`src/rtl/rotl_pkg.sv`:
```
// rtl/rotl_pkg.sv - shared state encoding and single-step rotate helper for rotl_seq
package rotl_pkg;

    localparam int MAXW = 64;

    typedef enum logic [1:0] {
        IDLE  = 2'd0,
        SHIFT = 2'd1,
        DONE  = 2'd2
    } state_t;

    // Rotates the low 'width' bits of word left by one; bits at or above width must be zero.
    function automatic logic [MAXW-1:0] rotl1(input logic [MAXW-1:0] word, input int unsigned width);
        logic [MAXW-1:0] mask;
        mask = {MAXW{1'b1}} >> (MAXW - width);
        return ((word << 1) | (word >> (width - 1))) & mask;
    endfunction

endpackage

```
`src/rtl/rotl_seq.sv`:
```
// rtl/rotl_seq.sv - sequential rotate-left unit, one bit position per clock, valid/ready on both sides
module rotl_seq
    import rotl_pkg::*;
#(
    parameter int WIDTH = 4,
    parameter int AMTW  = $clog2(WIDTH)
) (
    input  logic             clk,
    input  logic             rst_n,
    input  logic             in_valid,
    output logic             in_ready,
    input  logic [WIDTH-1:0] in_data,
    input  logic [AMTW-1:0]  in_amt,
    output logic             out_valid,
    input  logic             out_ready,
    output logic [WIDTH-1:0] out_data,
    output logic             busy
);

    state_t           r_state;
    state_t           w_next;
    logic [WIDTH-1:0] r_data;
    logic [AMTW-1:0]  r_count;
    logic             w_load;
    logic             w_shift;
    logic [AMTW-1:0]  w_amt_mod;
    logic [WIDTH-1:0] w_rot;

    // Reducing at accept keeps the shift loop a plain down-counter for non-power-of-2 widths.
    assign w_amt_mod = AMTW'(32'(in_amt) % 32'(WIDTH));
    assign w_rot     = WIDTH'(rotl1(MAXW'(r_data), WIDTH));

    always_ff @(posedge clk or negedge rst_n) begin
        if (!rst_n) begin
            r_state <= IDLE;
        end else begin
            r_state <= w_next;
        end
    end

    always_comb begin
        w_next  = r_state;
        w_load  = 1'b0;
        w_shift = 1'b0;
        case (r_state)
            IDLE: begin
                if (in_valid) begin
                    w_load = 1'b1;
                    w_next = (w_amt_mod == '0) ? DONE : SHIFT;
                end
            end
            SHIFT: begin
                w_shift = 1'b1;
                if (r_count == AMTW'(1)) begin
                    w_next = DONE;
                end
            end
            DONE: begin
                if (out_ready) begin
                    w_next = IDLE;
                end
            end
            default: w_next = IDLE;
        endcase
    end

    always_ff @(posedge clk or negedge rst_n) begin
        if (!rst_n) begin
            r_data  <= '0;
            r_count <= '0;
        end else if (w_load) begin
            r_data  <= in_data;
            r_count <= w_amt_mod;
        end else if (w_shift) begin
            r_data  <= w_rot;
            r_count <= r_count - AMTW'(1);
        end
    end

    assign in_ready  = (r_state == IDLE);
    assign out_valid = (r_state == DONE);
    assign busy      = (r_state != IDLE);
    assign out_data  = r_data;

endmodule
```
`config.mk`:
```
export PLATFORM = sky130hd
export DESIGN_NAME = rotl_seq
export DESIGN_NICKNAME = d
export VERILOG_FILES = /design/src/rtl/rotl_pkg.sv /design/src/rtl/rotl_seq.sv
export SDC_FILE = /design/constraint.sdc
export NUM_CORES = 1
export LEC_CHECK = 0
export ABC_AREA = 0
export CORE_AREA = 2 2 39 41
export CTS_CLUSTER_SIZE = 30
export DETAILED_ROUTE_END_ITERATION = 10
export DIE_AREA = 0 0 41 43
export PLACE_DENSITY = 0.64
export SKIP_LAST_GASP = 1
export SYNTH_ARGS = -nofsm -noshare
export SYNTH_HDL_FRONTEND = slang
export SYNTH_SLANG_ARGS = --single-unit
```
`constraint.sdc`:
```
create_clock -name clk -period 2.3 [get_ports clk]
set_clock_uncertainty 0.1 [all_clocks]
set_input_delay 0.46 -clock clk [delete_from_list [all_inputs] [get_ports clk]]
set_output_delay 0.46 -clock clk [all_outputs]
set_load 0.005 [all_outputs]
```
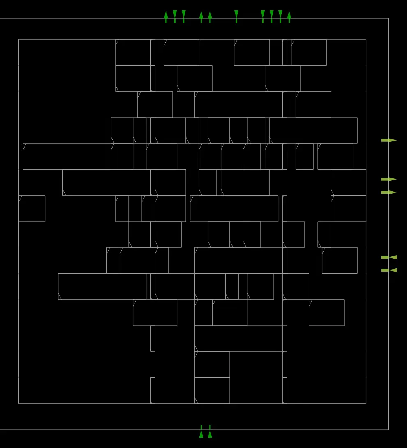
(placed standard cells)
core area: 0.00138 mm^2
fill cell count: 135
# rows: 14
post-layout util: 45.9%

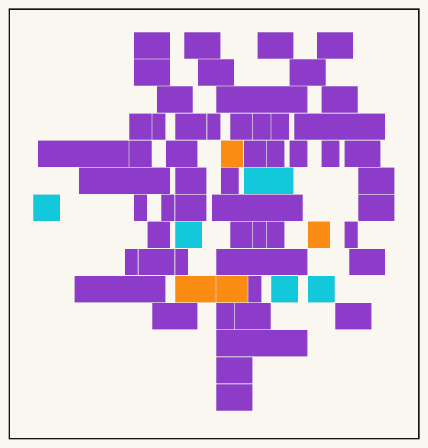
(drive-strength map)
| size | color | cells | share | most used |
|---|---|---|---|---|
| _3 and _4 cells | cyan | 5 | 7.9% | clkbuf_4 |
| _2 cells | orange | 4 | 6.3% | or2_2 |
| _0 and _1 cells | purple | 54 | 86% | clkdlybuf4s50_1 |

==> results.txt <==
status = finished clean
Inserted Clock Buffers = 3
Slew Viols, Final = 0
die width = 41 um
synth warn = 0
synth cell count leaders = dfrtp_1, nor2_1, nor3_1
fraction of layout cells with a size suffix above 1 = 14.3%
mapped cell area = 433 um^2
min Tclk post-route = 2.15 ns
FP Core Util = 31.3%
CTS Hold Bufs = 0
critical path's largest stage delay = 0.51 ns
Synth-to-Final Area Change = 46.8%
cycle use final = 93.7%
Top Layout Cells = clkdlybuf4s50_1, dfrtp_1, nor2_1, nor3_1, o22ai_1
vias in the first global route = 368
top_reg_cell synth = dfrtp_1
Chip Area = 0.00176 mm^2
setup repair bufs after CTS = 0
Registers, synthesis = 8
area reported by Yosys stat = 433 um^2
initial antenna violation count = 0
Seq/total area = 31.5%
CP Cell Sequence = clkinv_1, nor2_1, clkdlybuf4s50_1
maximum root-to-sink buffer count = 2
DRT Wirelength = 1040 um
gp weighted congestion = 0.741
Worst-path clk slew = 0.06 ns
Sink Count = 8
total track usage = 14.5%
met3 WL = 73 um
Cell Type Count = 18
met2 routed WL = 505 um
fraction of registers with async set/reset = 100%
Avg Cell Area, Syn = 9.84 um^2
maximum vdd ir drop = 0.000579 V
largest net degree at the start of global routing = 15
clk cell area share = 3.54%
Final nets = 76
drt via density = 5.39
worst path arrival time = 1.59 ns
[worst reg2reg max path: stages, from the launching register on]
cell and delay, ns:
dfrtp_1 0.37, buf_4 0.18, or2_2 0.34, o32ai_1 0.15, nor2_1 0.08
[flip-flops by register name, summed over array words and instances, names as in the netlist]
signal	count
r_state	2
r_count	2
out_data	4
[stage by stage]
step,area [um^2],setup slack (ns),hold WS [ns]
after CTS,636,0.155,0.391
after detailed placement,613,0.448,0.394
final,636,0.145,0.384
after global placement,613,0.443,0.390
after floorplan,433,0.960,0.0644
after global routing,636,0.0790,0.414
[kinds of logic after synthesis]
| kind of cell | share of synthesized area, % |
|---|---|
| AND/OR/NAND/NOR | 20.8 |
| AND-OR/OR-AND | 20.8 |
| flip-flops | 46.2 |
| buffers and inverters | 4.34 |
| multiplexers | 4.91 |
| adder cells (fa/ha/maj) | 2.89 |
[worst paths after layout]
path	from	endpoint	slack, ns	cells after the start
worst max register to register	r_state[0]$_DFFE_PN0P_	r_count[0]$_DFFE_PN0P_	0.96	4
worst min register to register	r_state[1]$_DFFE_PN0P_	r_state[0]$_DFFE_PN0P_	0.42	1
min in group clk	r_state[1]$_DFFE_PN0P_	r_state[0]$_DFFE_PN0P_	0.42	1
max in group asynchronous	rst_n	r_count[0]$_DFFE_PN0P_	1.44	1
worst min-delay path	rst_n	r_state[1]$_DFFE_PN0P_	0.38	1
worst max-delay path	r_state[1]$_DFFE_PN0P_	out_valid	0.15	3
[metal layers]
metal	track usage [%]	vias up
met5	0	-
met2	20.0	14
li1	-	205
met4	8.00	0
met3	7.85	2
met1	17.1	205
[where the power goes]
| group | switching [mW] | internal, mW | total, mW |
|---|---|---|---|
| logic | 0.205 | 0.261 | 0.466 |
| registers | 0.0662 | 0.213 | 0.279 |
| clock network | 0.0519 | 0.0600 | 0.112 |
Power is estimated from default activity; no workload was simulated.
